run_1/port_nets.png
(4 px per um)
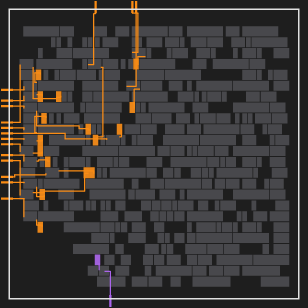
run_1/final_placement.png
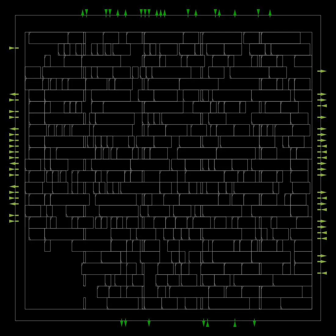
run_1/met1.png
(8 px per um) Supply wires on this layer in grey. Cells faint in the background.
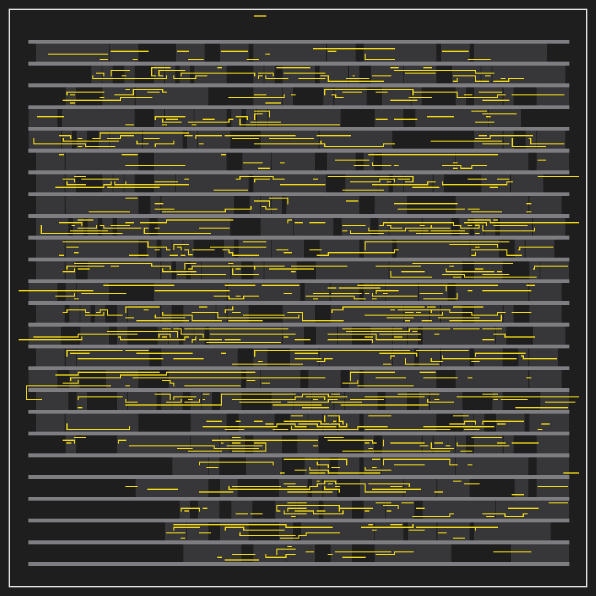
run_1/density.png
(4 px per um) 7 x 7 tiles, from dark blue (low) to red (high), 0 to 100% covered.
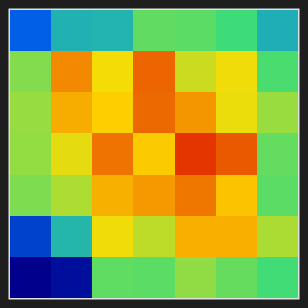
`src/rtl/xosera_bus_master.sv`:
```
// Host-side initiator for the Xosera 8-bit register bus: turns one 16-bit register request into
// one or two timed byte cycles, and synchronises the Xosera interrupt into the host clock domain.
module xosera_bus_master #(
    parameter int unsigned SETUP_CYCLES  = 1,
    parameter int unsigned STROBE_CYCLES = 3,
    parameter int unsigned HOLD_CYCLES   = 1
) (
    input  logic        clk,
    input  logic        reset_n,

    input  logic        req_valid,
    output logic        req_ready,
    input  logic        req_write,
    input  logic        req_byte,
    input  logic        req_bytesel,
    input  logic [3:0]  req_reg,
    input  logic [15:0] req_wdata,

    output logic        rsp_valid,
    output logic [15:0] rsp_rdata,

    output logic        bus_cs_n_o,
    output logic        bus_rd_nwr_o,
    output logic [3:0]  bus_reg_num_o,
    output logic        bus_bytesel_o,
    output logic [7:0]  bus_data_o,
    output logic        bus_data_oe_o,
    input  logic [7:0]  bus_data_i,

    input  logic        bus_intr_i,
    output logic        intr_o,
    output logic        intr_pulse_o
);

    localparam int unsigned MaxSt     = (SETUP_CYCLES > STROBE_CYCLES) ? SETUP_CYCLES
                                                                       : STROBE_CYCLES;
    localparam int unsigned MaxCycles = (MaxSt > HOLD_CYCLES) ? MaxSt : HOLD_CYCLES;
    localparam int unsigned CntW      = (MaxCycles > 1) ? $clog2(MaxCycles) : 1;

    // The phase counter holds "cycles remaining minus one" so a phase ends when it reads zero.
    localparam logic [CntW-1:0] SetupLoad  = CntW'(SETUP_CYCLES - 1);
    localparam logic [CntW-1:0] StrobeLoad = CntW'(STROBE_CYCLES - 1);
    localparam logic [CntW-1:0] HoldLoad   = CntW'(HOLD_CYCLES - 1);

    typedef enum logic [2:0] {
        StIdle,
        StSetup,
        StStrobe,
        StHold,
        StResp
    } state_e;

    state_e          state_q, state_d;
    logic [CntW-1:0] cnt_q, cnt_d;
    logic            second_q, second_d;
    logic            cs_n_q;

    logic            wr_q;
    logic            byte_q;
    logic            bsel_q;
    logic [3:0]      reg_q;
    logic [15:0]     wdata_q;
    logic [15:0]     rdata_q;

    logic            accept;
    logic            capture;
    logic            active;
    logic            cur_bsel;
    logic            low_byte;

    logic            sync1_q, sync2_q, intr_prev_q;

    always_comb begin
        state_d  = state_q;
        cnt_d    = cnt_q;
        second_d = second_q;
        accept   = 1'b0;
        capture  = 1'b0;
        unique case (state_q)
            StIdle: begin
                if (req_valid) begin
                    accept   = 1'b1;
                    state_d  = StSetup;
                    cnt_d    = SetupLoad;
                    second_d = 1'b0;
                end
            end
            StSetup: begin
                if (cnt_q == '0) begin
                    state_d = StStrobe;
                    cnt_d   = StrobeLoad;
                end else begin
                    cnt_d = cnt_q - CntW'(1);
                end
            end
            StStrobe: begin
                if (cnt_q == '0) begin
                    capture = 1'b1;
                    state_d = StHold;
                    cnt_d   = HoldLoad;
                end else begin
                    cnt_d = cnt_q - CntW'(1);
                end
            end
            StHold: begin
                if (cnt_q == '0) begin
                    if (!byte_q && !second_q) begin
                        state_d  = StSetup;
                        cnt_d    = SetupLoad;
                        second_d = 1'b1;
                    end else begin
                        state_d = StResp;
                    end
                end else begin
                    cnt_d = cnt_q - CntW'(1);
                end
            end
            StResp: begin
                state_d = StIdle;
            end
            default: begin
                state_d = StIdle;
            end
        endcase
    end

    always_ff @(posedge clk or negedge reset_n) begin
        if (!reset_n) begin
            state_q  <= StIdle;
            cnt_q    <= '0;
            second_q <= 1'b0;
            cs_n_q   <= 1'b1;
        end else begin
            state_q  <= state_d;
            cnt_q    <= cnt_d;
            second_q <= second_d;
            // Registered from the next state so chip select cannot glitch through decode logic.
            cs_n_q   <= (state_d != StStrobe);
        end
    end

    always_ff @(posedge clk or negedge reset_n) begin
        if (!reset_n) begin
            wr_q    <= 1'b0;
            byte_q  <= 1'b0;
            bsel_q  <= 1'b0;
            reg_q   <= '0;
            wdata_q <= '0;
            rdata_q <= '0;
        end else if (accept) begin
            wr_q    <= req_write;
            byte_q  <= req_byte;
            bsel_q  <= req_bytesel;
            reg_q   <= req_reg;
            wdata_q <= req_wdata;
            rdata_q <= '0;
        end else if (capture && !wr_q) begin
            if (low_byte) begin
                rdata_q[7:0] <= bus_data_i;
            end else begin
                rdata_q[15:8] <= bus_data_i;
            end
        end
    end

    // Word accesses run high byte first, then low byte; byte accesses use the requested lane.
    assign low_byte = byte_q || second_q;
    assign cur_bsel = byte_q ? bsel_q : second_q;
    assign active   = (state_q == StSetup) || (state_q == StStrobe) || (state_q == StHold);

    assign req_ready     = (state_q == StIdle);
    assign rsp_valid     = (state_q == StResp);
    assign rsp_rdata     = rdata_q;

    assign bus_cs_n_o    = cs_n_q;
    assign bus_rd_nwr_o  = !(wr_q && active);
    assign bus_reg_num_o = reg_q;
    assign bus_bytesel_o = cur_bsel;
    assign bus_data_o    = low_byte ? wdata_q[7:0] : wdata_q[15:8];
    assign bus_data_oe_o = wr_q && active;

    always_ff @(posedge clk or negedge reset_n) begin
        if (!reset_n) begin
            sync1_q     <= 1'b0;
            sync2_q     <= 1'b0;
            intr_prev_q <= 1'b0;
        end else begin
            sync1_q     <= bus_intr_i;
            sync2_q     <= sync1_q;
            intr_prev_q <= sync2_q;
        end
    end

    assign intr_o       = sync2_q;
    assign intr_pulse_o = sync2_q && !intr_prev_q;

endmodule

```
`config.mk`:
```
export PLATFORM = sky130hd
export DESIGN_NAME = xosera_bus_master
export DESIGN_NICKNAME = d
export VERILOG_FILES = /design/src/rtl/xosera_bus_master.sv
export SDC_FILE = /design/constraint.sdc
export NUM_CORES = 1
export LEC_CHECK = 0
export CAP_MARGIN = 15
export CORE_MARGIN = 2
export CORE_UTILIZATION = 48
export CTS_BUF_LIST = sky130_fd_sc_hd__clkbuf_4 sky130_fd_sc_hd__clkbuf_8
export DETAILED_ROUTE_END_ITERATION = 16
export GPL_TIMING_DRIVEN = 0
export PLACE_DENSITY_LB_ADDON = 0.2
export SYNTH_ARGS = -nofsm -noshare
export SYNTH_HDL_FRONTEND = slang
export SYNTH_SLANG_ARGS = --single-unit
```
`constraint.sdc`:
```
create_clock -name clk -period 1.8 [get_ports clk]
set_input_delay 0.36 -clock clk [delete_from_list [all_inputs] [get_ports clk]]
set_output_delay 0.36 -clock clk [all_outputs]
set_load 0.1 [all_outputs]
```
==> notes.md, run 1 <==
Implementation numbers.

- The flow ran to the end, but the final reports show violations.
- The final reports fail on setup timing.
- Across every metal layer, demand over resource in global routing totals 21.3%.
- In the setup report, the worst path falls into the class flop to output pin.
- Nets still carrying antenna violations after routing amount to 0.
- In this run the worst path has a maximum fanout of 5.
- Per the synthesis report, the number of distinct cell types is 27.
- The final timing report lists a hold violation count of 0.
- Yosys stat counts 220 cells in the synthesized netlist.
- In the synthesis report, Yosys lists the chip area as 2220 um2.
- The cell area after technology mapping is about 2200 um2.
- The min-delay analysis places its worst path in the category flop to flop.
- Per the detail_route report, DRC violations left total 0.
- The placed instances occupy a cell area of 3020 um2.
- For reference, the top cells by area after synthesis are dfrtp_1, nand2_1, mux2i_1.
- The final setup violation count is 8.
- The repair_antennas step left the layout with diodes totalling 0.
- The number of nets handed over by synthesis was 259.
- The gate count of the mapped netlist is between 200 and 250.
- The minimum setup slack after placement is -790 ps.
- By count the netlist is led by nand2_1, dfrtp_1, mux2i_1, inv_1, mux2_2.
- The count of final max-slew check failures is 0.
- The root buffer cell chosen for the clock tree is clkbuf_8.
- The fill cell total of the finished layout is 323.
- The clock network latency to the later pin of the worst-skew pair is 300 ps.
- The via count of the first global-routing pass is 1807.
- Of the cells placed in the final design, the portion with a size suffix greater than 1 is 29.5%.
- The x dimension of the die is 72.0 um.
- The relative max-transition margin is 63.0%.
- The per-instance average area after synthesis is 10.1 um2.
- The number of buffers inserted during clock tree synthesis is 5.
- The area enclosed by the die boundary is 5180 um2.
- The critical path in the final layout is reported with a setup slack of -146 ps.
- Measured along the y axis, the die boundary spans between 70 and 80 um.
- The estimated wirelength of the detail-placed design is 3270 um.
## Picture notes: port_nets.png
purple -> bus_rd_nwr_o  # direction output, edge bottom, end cells 1, buffers 1, wire 9.40 um
orange -> req_wdata  # direction input, edge 13 left, 3 top, end cells 16, buffers 16, wire 272 um
I/O Buffers: 70
count of pins on the block boundary: 71

## Picture notes: final_placement.png
Rows: 24
sequential cell count: 49

## Picture notes: met1.png
wire length on this layer = 2260 um
main direction = horizontal
nets with wire on the layer = 296
longest straight run = 23.9 um
share of all routed wire = 44%
final routed wirelength across all metal layers: 5080 um
via count: 1815

## Picture notes: density.png
densest ninth of the die = centre
nearly empty tiles = 2.0%
mean over tiles = 62%
Floorplan Core Area: 4410 um2
share of the core filled by cells before placement: 50.3%
Finished Core Util: 74.7%

-- run 1: routing by layer --
metal	global-route usage, %	routed length (um)	up-vias
li1	-	-	881
met1	28.3	2260	873
met2	35.4	2480	55
met3	5.14	288	6
met4	5.66	55	0
met5	0	0	-
-- run 1: cell usage in the layout, fill, tap and decap left out, types with 4 or more instances in the layout --
| cell | synthesis | layout |
|---|---|---|
| nand2_1 | 90 | 90 |
| dfrtp_1 | 48 | 46 |
| clkdlybuf4s50_1 | 0 | 33 |
| clkdlybuf4s15_2 | 0 | 23 |
| mux2i_1 | 18 | 18 |
| buf_6 | 5 | 16 |
| buf_4 | 0 | 13 |
| inv_1 | 11 | 11 |
| mux2_2 | 9 | 8 |
| buf_2 | 6 | 5 |
| clkbuf_8 | 0 | 5 |
| ha_1 | 4 | 4 |
-- run 1: kinds of logic (layout without fill, tap and decap cells) --
logic type | count (synthesis) | count (layout) | share of synthesized area, %
simple gates | 111 | 111 | 21.7
mux | 27 | 27 | 12.7
flops | 49 | 49 | 55.3
compound gates | 7 | 7 | 2.31
buf+inv | 22 | 114 | 5.75
fa+ha+maj | 4 | 4 | 2.26
-- run 1: registers in the layout, indices dropped and copies added, names as in the netlist --
register and count:
rsp_rdata 16, wdata_q 16, bus_reg_num_o 4, state_q 3, cnt_q 2, bsel_q 1
bus_cs_n_o 1, byte_q 1, intr_o 1, intr_prev_q 1, second_q 1, sync1_q 1
wr_q 1
-- run 1: critical path, stage by stage (launching register included) --
cell	delay, ps
dfrtp_1	420
or2_4	260
buf_6	130
mux2_2	280
buf_6	190
-- run 1: path summary, 6_finish.rpt --
check / from / slack, ps / to / depth (start not counted)
setup / recovery: byte_q / -150 / bus_data_o[3] / 4
hold / removal: sync1_q / 360 / intr_o / 0
setup reg to reg: state_q[1] / 130 / second_q / 6
hold reg to reg: sync1_q / 360 / intr_o / 0
max in group asynchronous: reset_n / 820 / state_q[2] / 3
min in group asynchronous: reset_n / 470 / intr_prev_q / 2
-- run 1: per-stage QoR --
step / std cells / hold WS [ps]
floorplan: 220 / 64.4
global placement: 342 / 334
detailed placement: 343 / 246
CTS: 361 / 357
global route: 364 / 374
finish: 364 / 356
-- run 1: repair_timing --
item,CTS,global route
resized,168,5
endpoints found under the hold margin,8,0
cloned,1,0
endpoints found under the setup margin,36,12
buffers inserted,8,3
hold buffers,1,0
pin swaps,1,1
-- run 1: layout make-up --
type                            count  area (um2)  area share, %
Sequential cell                    49        1230           37.3
Multi-Input combinational cell    149         898           27.3
Timing Repair Buffer               84         871           26.4
Buffer                             11        98.8           3.00
Clock buffer                        7        83.8           2.54
Tap cell                           52        65.1           1.97
Inverter                           11        41.3           1.25
Clock inverter                      1        7.51          0.228
==> run 1 -> run 2 <==
--- a/config.mk
+++ b/config.mk
@@ -7,7 +7,7 @@
 export LEC_CHECK = 0
 export CAP_MARGIN = 15
 export CORE_MARGIN = 2
-export CORE_UTILIZATION = 48
+export CORE_UTILIZATION = 51
 export CTS_BUF_LIST = sky130_fd_sc_hd__clkbuf_4 sky130_fd_sc_hd__clkbuf_8
 export DETAILED_ROUTE_END_ITERATION = 16
 export GPL_TIMING_DRIVEN = 0
==> constraint.sdc (replaced) <==
create_clock -name clk -period 2.5 [get_ports clk]
set_input_delay 0.5 -clock clk [delete_from_list [all_inputs] [get_ports clk]]
set_output_delay 0.5 -clock clk [all_outputs]
set_load 0.1 [all_outputs]
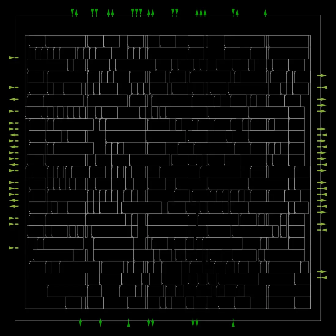
run_2/final_placement.png
final std cells w/o fill: 349
Finished Core Util: 75.4%
Floorplan Core Area: 4090 um2
sequential share of cell area: 39.9%
Rows: 23

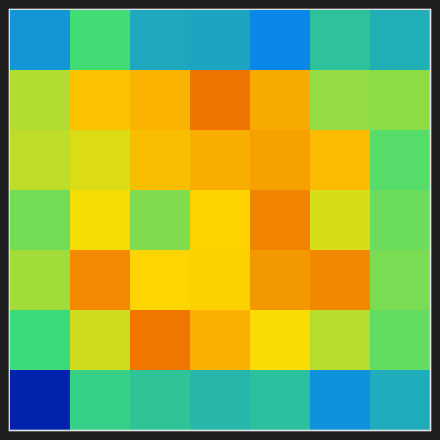
run_2/density.png
(6 px per um) 7 x 7 tiles, from dark blue (low) to red (high), 0 to 100% covered.
densest ninth of the die = centre
tiles over 75% full = 35%
fullest tile = 87%
mean over tiles = 62%
share of the core filled by cells before placement: 54.3%

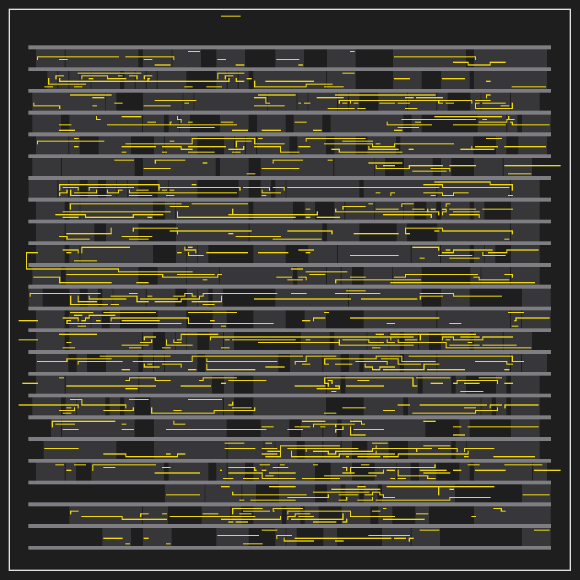
run_2/met1.png
(8 px per um) Supply wires on this layer in grey. Cells faint in the background.
wire length on this layer = 2130 um
main direction = horizontal
share of all routed wire = 46%
longest straight run = 25.3 um
nets with wire on the layer = 282
met1 Resource Use GR: 27.4%
via count: 1731
final routed wirelength across all metal layers: 4640 um

==> notes.md, run 2 <==
Implementation numbers.

- The run finished with clean final reports.
- The number of cells after detailed placement is between 300 and 400.
- Counting pins that exceed their max-slew limit in the final report gives 0.
- The detail route stage leaves a number of antenna-violating nets equal to 0.
- The setup slack after layout is 45.3 ps.
- The die span in y is 70.0 um.
- The x dimension of the die is 70.0 um.
- The synthesized netlist occupies a cell area of 2220 um2.
- Setup violations remaining at the end of the flow were counted as 0.
- Per the synth log, the flip-flop and latch total comes to 49.
- The total routing resource utilization after global routing is between 20% and 30%.
- Counting instances in the post-synthesis netlist gives the leading cell types as nand2_1, dfrtp_1, mux2i_1, inv_1, mux2_2.
- The gate-level netlist out of Yosys references 27 unique cell types.
- The total cell area reported by yosys after synthesis is 2220 um2.
- On the critical path the largest part of the delay comes from buffers and inverters.
- The per-instance average area after synthesis is 10.1 um2.
- The timing report gives the biggest stage delay along the critical path as 530 ps.
- Hold-check failures listed in the final report amount to 0.
- The via count of the first global-routing pass is 1712.
- The I/O pin count is around 70.
- After technology mapping, the gate count stands at ~220.
- The most common cell after layout, fill and taps aside is nand2_1.
- The class of the most critical setup path is flop to output pin.
- The class of the tightest hold or removal check is primary input to async pin.
- The most popular library cell in the synthesized design by count is nand2_1.
- Per the STA report, the cell with the highest stage delay on the worst path is clkdlybuf4s18_2.
- The number of nets at floorplan is 259.
- Of all nets on the critical path, the largest fanout is 10.
- The number of cells reported by Yosys stat comes to 220.
- Measured against its own limit, the worst slew margin works out to between 30% and 40%.
- Detailed placement finished with a half-perimeter wire length of around 3300 um.
- The main area contributors are dfrtp_1, nand2_1, mux2i_1.
- The clock network latency to the later pin of the worst-skew pair is about 300 ps.
- The post-route netlist has 16.4% of its cells at a drive strength greater than 1.
- The number of buffers inserted during clock tree synthesis is 5.
- Along the critical path, the tally of buffer and inverter instances is 2.
- The weighted congestion reported at the end of routability-driven placement is 0.728.
- The count of antenna diodes in the layout is 0.
- The cell sequence reported for the critical path is or2_2 > buf_6 > mux2_2 > clkdlybuf4s18_2.
- The area enclosed by the die boundary is 4890 um2.
- The minimum setup slack after placement is -213 ps.
- TritonRoute reported its final design rule violation total as 0.
- The top cell types in the final layout, fill and taps aside, are nand2_1, clkdlybuf4s50_1, dfrtp_1, mux2i_1, inv_1.
- The quantity of I/O buffers inserted on ports is ~70.
- The clock root buffer is clkbuf_8.
run 2: cell counts after synthesis:
No cell type changed its count.
run 2: final timing paths:
kind,end,slack (ps),start,cells past startpoint
max,bus_data_o[7],50,second_q,4
max in group asynchronous,bus_cs_n_o,1870,reset_n,2
max reg2reg,rsp_rdata[5],820,cnt_q[0],5
min in group clk,intr_o,350,sync1_q,0
min,rsp_rdata[6],80,reset_n,1
min reg2reg,intr_o,350,sync1_q,0
run 2: worst register-to-register path: stages, from the launching register on:
cell and delay, ps:
dfrtp_1 400, inv_1 110, ha_1 190, nor3b_1 340, nand3_2 310, mux2i_1 200
run 2: what timing repair did:
| action | CTS | global route |
|---|---|---|
| gates resized | 32 | 14 |
| setup endpoints to repair | 13 | 9 |
| gates cloned | 0 | 0 |
| hold buffers | 0 | 0 |
| pin swaps | 0 | 0 |
| setup buffers | 0 | 0 |
run 2: kinds of logic after synthesis:
logic type / after synthesis / synth area share, %
DFF: 49 / 55.3
muxes: 27 / 12.7
buffers and inverters: 22 / 5.75
adders and majority gates: 4 / 2.26
and+or+nand+nor: 111 / 21.7
AOI/OAI and AO/OA: 7 / 2.31
run 2: per-layer routing:
metal	up-vias	global-route usage, %	wire [um]
met5	-	0	0
met2	54	31.9	2150
li1	859	-	-
met4	0	6.41	61
met3	8	6.35	290
met1	810	27.4	2130
run 2: final cells by class:
type,count,area (um2)
fillers,311,1010
well taps,50,62.6
repair buffers,71,698
clock buffers,8,97.6
multi-input cells,149,866
plain buffers,11,86.3
inverters,11,41.3
flip-flops and latches,49,1230
run 2: metrics by stage:
step	setup TNS, ps	area (um2)	hold WS [ps]
finish	0	3080	82.6
global route	0	3080	94.3
CTS	0	3100	85.0
detailed placement	-1680	3000	338
global placement	-23030	2980	336
floorplan	-1240	2220	204
